===== src/rtl/nn_result_collector.sv =====
// nn_result_collector
//   Receiving end of the NN_top result interface. Each new valid period on
//   nn_data_v produces exactly one capture of nn_data. A capture goes into a
//   small show-ahead FIFO for a ready/valid reader. Every capture also updates
//   the running statistics: result count, dropped count, and signed min/max.
//
// Ports
//   clk_in      : system clock, rising edge
//   rst_n       : asynchronous reset, active HIGH (legacy name)
//   nn_data     : signed NN result
//   nn_data_v   : level valid, held high while the result is held
//   clear       : synchronous clear of the FIFO and all statistics
//   rd_data     : FIFO head (show-ahead), 0 while rd_valid is low
//   rd_valid    : FIFO not empty
//   rd_ready    : reader accepts the head when rd_valid & rd_ready
//   result_cnt  : saturating count of captures (kept or dropped)
//   drop_cnt    : saturating count of captures lost to a full FIFO
//   min_val     : signed minimum of the captured results
//   max_val     : signed maximum of the captured results
//   stats_valid : at least one capture since reset/clear
module nn_result_collector #(
    parameter int DATA_W = 16,
    parameter int DEPTH  = 8,
    parameter int CNT_W  = 16
) (
    input  logic              clk_in,
    input  logic              rst_n,
    input  logic [DATA_W-1:0] nn_data,
    input  logic              nn_data_v,
    input  logic              clear,
    output logic [DATA_W-1:0] rd_data,
    output logic              rd_valid,
    input  logic              rd_ready,
    output logic [CNT_W-1:0]  result_cnt,
    output logic [CNT_W-1:0]  drop_cnt,
    output logic [DATA_W-1:0] min_val,
    output logic [DATA_W-1:0] max_val,
    output logic              stats_valid
);

    localparam int PTR_W = $clog2(DEPTH);
    localparam int OCC_W = $clog2(DEPTH + 1);

    typedef enum logic [1:0] {
        S_WAIT_LOW,
        S_ARMED,
        S_HELD
    } state_t;

    state_t              state_q, state_d;
    logic                capture;

    logic [DATA_W-1:0]   mem_q [DEPTH];
    logic [PTR_W-1:0]    wr_ptr_q, wr_ptr_d;
    logic [PTR_W-1:0]    rd_ptr_q, rd_ptr_d;
    logic [OCC_W-1:0]    occ_q, occ_d;
    logic [CNT_W-1:0]    rcnt_q, rcnt_d;
    logic [CNT_W-1:0]    dcnt_q, dcnt_d;
    logic [DATA_W-1:0]   min_q, min_d;
    logic [DATA_W-1:0]   max_q, max_d;
    logic                sv_q, sv_d;

    logic                full;
    logic                pop;
    logic                push;
    logic                drop;

    // Capture FSM: one capture per high period of nn_data_v, and none for a
    // valid that is already high when reset is released.
    always_comb begin
        state_d = state_q;
        capture = 1'b0;
        case (state_q)
            S_WAIT_LOW: if (!nn_data_v) state_d = S_ARMED;
            S_ARMED: begin
                if (nn_data_v) begin
                    capture = 1'b1;
                    state_d = S_HELD;
                end
            end
            S_HELD:     if (!nn_data_v) state_d = S_ARMED;
            default:    state_d = S_WAIT_LOW;
        endcase
    end

    assign rd_valid = (occ_q != '0);
    assign full     = (occ_q == OCC_W'(DEPTH));
    assign pop      = rd_valid & rd_ready;
    // A simultaneous pop frees the slot, so a push into a full FIFO is kept.
    assign push     = capture & ~clear & (~full | pop);
    assign drop     = capture & ~clear & full & ~pop;

    always_comb begin
        wr_ptr_d = wr_ptr_q;
        rd_ptr_d = rd_ptr_q;
        occ_d    = occ_q;
        rcnt_d   = rcnt_q;
        dcnt_d   = dcnt_q;
        min_d    = min_q;
        max_d    = max_q;
        sv_d     = sv_q;
        if (clear) begin
            wr_ptr_d = '0;
            rd_ptr_d = '0;
            occ_d    = '0;
            rcnt_d   = '0;
            dcnt_d   = '0;
            min_d    = '0;
            max_d    = '0;
            sv_d     = 1'b0;
        end else begin
            if (push) wr_ptr_d = wr_ptr_q + PTR_W'(1);
            if (pop)  rd_ptr_d = rd_ptr_q + PTR_W'(1);
            if (push && !pop)      occ_d = occ_q + OCC_W'(1);
            else if (!push && pop) occ_d = occ_q - OCC_W'(1);
            if (capture) begin
                if (rcnt_q != '1) rcnt_d = rcnt_q + CNT_W'(1);
                if (!sv_q) begin
                    min_d = nn_data;
                    max_d = nn_data;
                    sv_d  = 1'b1;
                end else begin
                    if ($signed(nn_data) < $signed(min_q)) min_d = nn_data;
                    if ($signed(nn_data) > $signed(max_q)) max_d = nn_data;
                end
            end
            if (drop && dcnt_q != '1) dcnt_d = dcnt_q + CNT_W'(1);
        end
    end

    always_ff @(posedge clk_in or posedge rst_n) begin
        if (rst_n) begin
            state_q  <= S_WAIT_LOW;
            wr_ptr_q <= '0;
            rd_ptr_q <= '0;
            occ_q    <= '0;
            rcnt_q   <= '0;
            dcnt_q   <= '0;
            min_q    <= '0;
            max_q    <= '0;
            sv_q     <= 1'b0;
        end else begin
            state_q  <= state_d;
            wr_ptr_q <= wr_ptr_d;
            rd_ptr_q <= rd_ptr_d;
            occ_q    <= occ_d;
            rcnt_q   <= rcnt_d;
            dcnt_q   <= dcnt_d;
            min_q    <= min_d;
            max_q    <= max_d;
            sv_q     <= sv_d;
        end
    end

    // Storage needs no reset: entries are only visible through occ_q.
    always_ff @(posedge clk_in) begin
        if (push) mem_q[wr_ptr_q] <= nn_data;
    end

    assign rd_data     = rd_valid ? mem_q[rd_ptr_q] : '0;
    assign result_cnt  = rcnt_q;
    assign drop_cnt    = dcnt_q;
    assign min_val     = min_q;
    assign max_val     = max_q;
    assign stats_valid = sv_q;

endmodule

===== config.mk =====
export PLATFORM = sky130hd
export DESIGN_NAME = nn_result_collector
export DESIGN_NICKNAME = d
export VERILOG_FILES = /design/src/rtl/nn_result_collector.sv
export SDC_FILE = /design/constraint.sdc
export NUM_CORES = 1
export LEC_CHECK = 0
export ABC_AREA = 1
export CORE_UTILIZATION = 36
export CTS_BUF_LIST = sky130_fd_sc_hd__clkbuf_8
export CTS_CLUSTER_SIZE = 12
export DETAILED_ROUTE_END_ITERATION = 6
export PLACE_DENSITY = 0.59
export SETUP_SLACK_MARGIN = 0.2
export SYNTH_ARGS = -nofsm -noshare
export SYNTH_HDL_FRONTEND = slang
export SYNTH_SLANG_ARGS = --single-unit

===== constraint.sdc =====
create_clock -name clk_in -period 3.6 [get_ports clk_in]
set_clock_uncertainty 0.2 [all_clocks]
set_input_delay 0.54 -clock clk_in [delete_from_list [all_inputs] [get_ports clk_in]]
set_output_delay 0.54 -clock clk_in [all_outputs]
set_load 0.1 [all_outputs]

Run 1, wiring by layer:
Scale bar: 50 um.
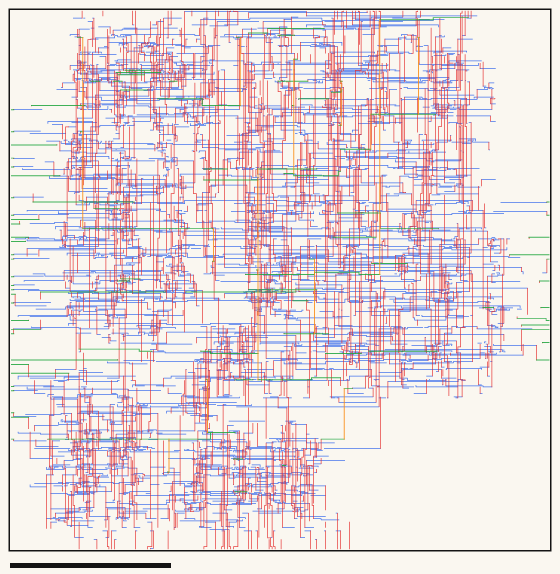
Key: orange = met4 [wire length 384 um]; green = met3 [wire length 953 um]; blue = met1 [wire length 12,200 um]; red = met2 [wire length 11,400 um]

Run 1, placement density heat map:
17 x 17 tiles, from dark blue (low) to red (high), 0 to 100% covered.
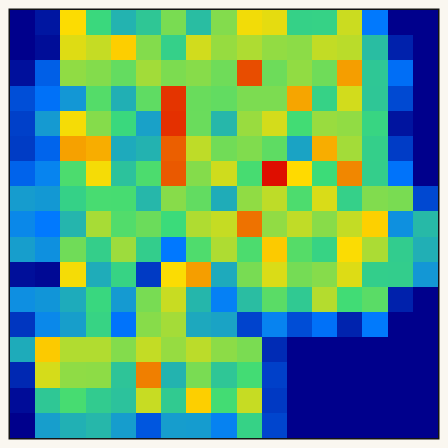
The emptiest ninth of the die: bottom right. 7.3% of the tiles are over 75% full. 14% of the tiles are nearly empty.

Run 1, track usage over the die:
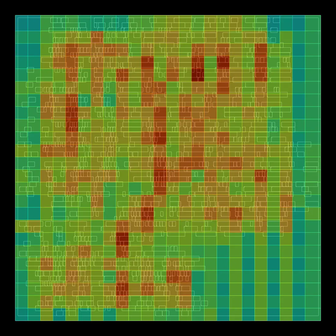
met1 Track Usage GR: 25.6%
aggregate global-route resource usage: 18.2%
final routed wire length divided by cell count: 16.6 um
share of the core filled with cells in the final layout: 46.1%

Run 1, routed clock nets over the placement:
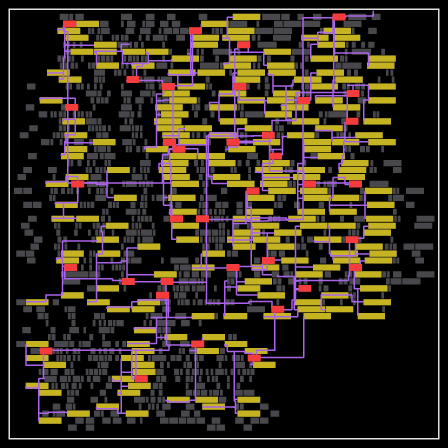
Key: red = cells driving clock nets [count 36]; yellow = flip-flops [count 205]; purple = clock wires [length 2,840 um]
Position of the flops: spread over the die. There are 37 routed clock nets.

==> out/metrics.cfg, run 1 <==
[grt]
grtUsageMet2_pct = 29.0
grt_start_max_net_pins = 66

[clock_tree]
buffers_from_clock_root_to_sink_at_most = 3
cts-resized-gates = 0
path_clk_slew_ns = 0.06
cts_hold_buf = 0
clock_insertion_delay_worst_skew_ns = 0.54
cts_post_setup_buffers_inserted = 0

[floorplan]
initial_core_util_pct = 36.6
total_die_area_um2 = 28000
floorplan.tapcells = 341

[yosys]
ys_warn_count = 0
top_cells_by_area = edfxtp_1 (39%), dfrtp_1 (20%), nand2_1 (5.7%)
top_logic_kind = simple AND/OR/NAND/NOR gates
netlist.top_cell.by_instances = nand2_1
synth.lib_cells_used.distinct = 43
asyncSetResetFlopFracSynth_pct = 37.6
netlist_instances = 997
mux_share_pct = 0
simple_gate_share_pct = 18.5
yosys.area.top_type = edfxtp_1
post_syn_nets = 1056
synthAoiAreaFrac_pct = 10.7
yosysSeqAreaShare_pct = 58.7
ys_cells = 997
post_synth_instance_area_um2 = 9830
enable_flop_cells = 128
synthDominantCellAreaShare_pct = 39.1
synth-area-yosys_um2 = 9830

[layout]
n_sequential_cell = 205
nMultiInputCombCells = 644
fraction_of_final_layout_cells_with_drive_strength_greater_than_1_pct = 13.3
n_antenna_cell = 0
sh_comb_area_pct = 29.3
dominant-cell-class = sequential cells
lay_top_count = nand2_1
area_share_clock_buf_inv_pct = 5.47
final_cell_count_no_fill = 1502
inverters = 108
finalNetCount = 1192
non_clock_buffer_share_of_cell_area_pct = 11.9
final_cell_mix = nand2_1 (150), nor2_1 (146), edfxtp_1 (128), inv_1 (113), o21ai_0 (100)
n_clock_buffer = 38
flip_flop_count_of_the_largest_register_after_layout = 128
final-comb-area_um2 = 3620
top_register = mem_q

[final_timing]
rsz0062_at_grt = no
timing.max_slew.rel_slack_pct = 33.7
whs_ns = 0.163
report.final.setup_viol = 0
maxClockFrequency_ghz = 0.307
worst_slack_ns = 0.347

[worst_setup_path]
path_buffers = 3
cp-end-kind = output pin
path_class = flip-flop to output pin
crit_path_max_fanout = 17
cp.required_ns = 2.86
cpMostUsedCell = inv_1
r2r-start = occ_q[0]
worst_path_dominant_cell_family = buffers and inverters
rr_endpoint = occ_q[3]
critical_path.cell_chain = nor2_1 > inv_1 > nor3_1 > inv_1 > o21ai_0 > a31oi_2 > buf_12
cp-start-kind = flip-flop
slowest_stage = inv_1
r2r_cells = 12
cp-endpoint = rd_data[15]
rrSetupSlack_ns = 1.10

[run_status]
run_status = finished, final reports clean

[pwr]
internal_power_uw = 4710
share_comb_of_total_power_pct = 41.3
power.share.sequential_pct = 33.6
power_clock_uw = 2020
power.clock.fraction_pct = 25.1
finalPower_uw = 8070
netSwitchingFraction_pct = 41.7
netSwitchingPower_uw = 3360
ir_worst_vdd_v = 0.000371

[route]
dr_wl_met2_um = 11400
detail_route.drc_violations = 0
routed_wl_um = 25000
met3_length_um = 953
drt_iter0_markers = 438
wirelength_met1_um = 12200

[placement]
placed_area_um2 = 11700

[run]
log.warning_count = 26

==> inputs of run 2 (changes only) <==
--- a/config.mk
+++ b/config.mk
@@ -6,6 +6,7 @@
 export NUM_CORES = 1
 export LEC_CHECK = 0
 export ABC_AREA = 1
+export CORE_MARGIN = 3
 export CORE_UTILIZATION = 36
 export CTS_BUF_LIST = sky130_fd_sc_hd__clkbuf_8
 export CTS_CLUSTER_SIZE = 12
Run 2, routed clock nets over the placement:
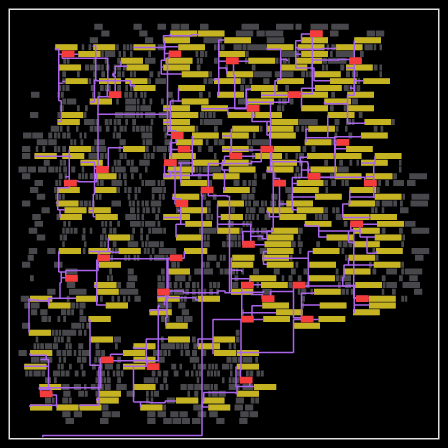
Key: red = cells driving clock nets [count 37]; yellow = flip-flops [count 205]; purple = clock wires [length 2,810 um]
There are 38 routed clock nets.

==> out/metrics.cfg, run 2 <==
[layout]
non_clock_buffer_share_of_cell_area_pct = 11.7
area_share_clock_buf_inv_pct = 5.43
final_cell_count_no_fill = 1491
n_antenna_cell = 0
fraction_of_final_layout_cells_with_drive_strength_greater_than_1_pct = 13.2
layout.core_utilization_pct = 46.7
inverters = 108
flip_flop_count_of_the_largest_register_after_layout = 128
regArea_um2 = 5770
nMultiInputCombCells = 644
top_register = mem_q
sh_comb_area_pct = 29.3
finalNetCount = 1189
dominant-cell-class = sequential cells
n_clock_buffer = 40
final-comb-area_um2 = 3620
lay_top_count = nand2_1
final_cell_mix = nand2_1 (150), nor2_1 (146), edfxtp_1 (128), inv_1 (111), o21ai_0 (100)
n_sequential_cell = 205

[worst_setup_path]
slowest_stage = dfrtp_2
cp-end-kind = output pin
worst_path_dominant_cell_family = buffers and inverters
r2r_cells = 12
crit_path_max_fanout = 36
cp.required_ns = 2.86
rrSetupSlack_ns = 1.10
path_class = flip-flop to output pin
rr_endpoint = occ_q[3]
cp-start-kind = flip-flop
r2r-start = occ_q[0]
critical_path.cell_chain = clkinvlp_4 > buf_12 > o21ai_0 > o22ai_1 > o21ai_0 > a31oi_4 > buf_12
cp-endpoint = rd_data[8]
path_buffers = 3

[yosys]
yosys.area.top_type = edfxtp_1
simple_gate_share_pct = 18.5
top_logic_kind = simple AND/OR/NAND/NOR gates
synth.lib_cells_used.distinct = 43
synthAoiAreaFrac_pct = 10.7
post_syn_nets = 1056
yosysSeqAreaShare_pct = 58.7
asyncSetResetFlopFracSynth_pct = 37.6
enable_flop_cells = 128
synthDominantCellAreaShare_pct = 39.1
synth-area-yosys_um2 = 9830
ys_warn_count = 0
top_cells_by_area = edfxtp_1 (39%), dfrtp_1 (20%), nand2_1 (5.7%)
netlist_instances = 997
mux_share_pct = 0
netlist.top_cell.by_instances = nand2_1
synth-seq-cells = 205
synth_area_per_cell_um2 = 9.86
post_synth_instance_area_um2 = 9830
ys_cells = 997

[route]
top_layer_used = met4
detail_route.drc_violations = 0
routed_wl_um = 25000
met3_length_um = 1150
dr_wl_met2_um = 11700
wire_per_inst_um = 16.8
wirelength_met1_um = 11800
detail_route.first_pass.iterations = 5
drt_iter0_markers = 387

[grt]
grtUsageMet2_pct = 28.1
grt_start_max_net_pins = 66
antenna_found_initial = 0
grt_pass1_wl_um = 40100
grtUsageTotal_pct = 17.3
met1_usage_pct = 24.0

[final_timing]
rsz0062_at_grt = no
maxSlewViolCount = 0
whs_ns = 0.205
worst_slack_ns = 0.440
timing.max_slew.rel_slack_pct = 34.4
report.final.setup_viol = 0
maxClockFrequency_ghz = 0.316
worstMarginPinSlew_ns = 0.981

[pwr]
netSwitchingPower_uw = 3340
power.share.sequential_pct = 33.9
internal_power_uw = 4670
netSwitchingFraction_pct = 41.7
p_seq_uw = 2710
power_clock_uw = 1990
power.clock.fraction_pct = 24.8
finalPower_uw = 8010
share_comb_of_total_power_pct = 41.3
ir_worst_vdd_v = 0.000440

[clock_tree]
cts_post_setup_buffers_inserted = 0
cts-resized-gates = 0
buffers_from_clock_root_to_sink_at_most = 3
cts_hold_buf = 0
clock_insertion_delay_worst_skew_ns = 0.54
path_clk_slew_ns = 0.06

[floorplan]
initial_core_util_pct = 37.2
total_die_area_um2 = 29300
floorplan.tapcells = 335

[placement]
placed_area_um2 = 11700

[run]
log.warning_count = 26

[run_status]
run_status = finished, final reports clean

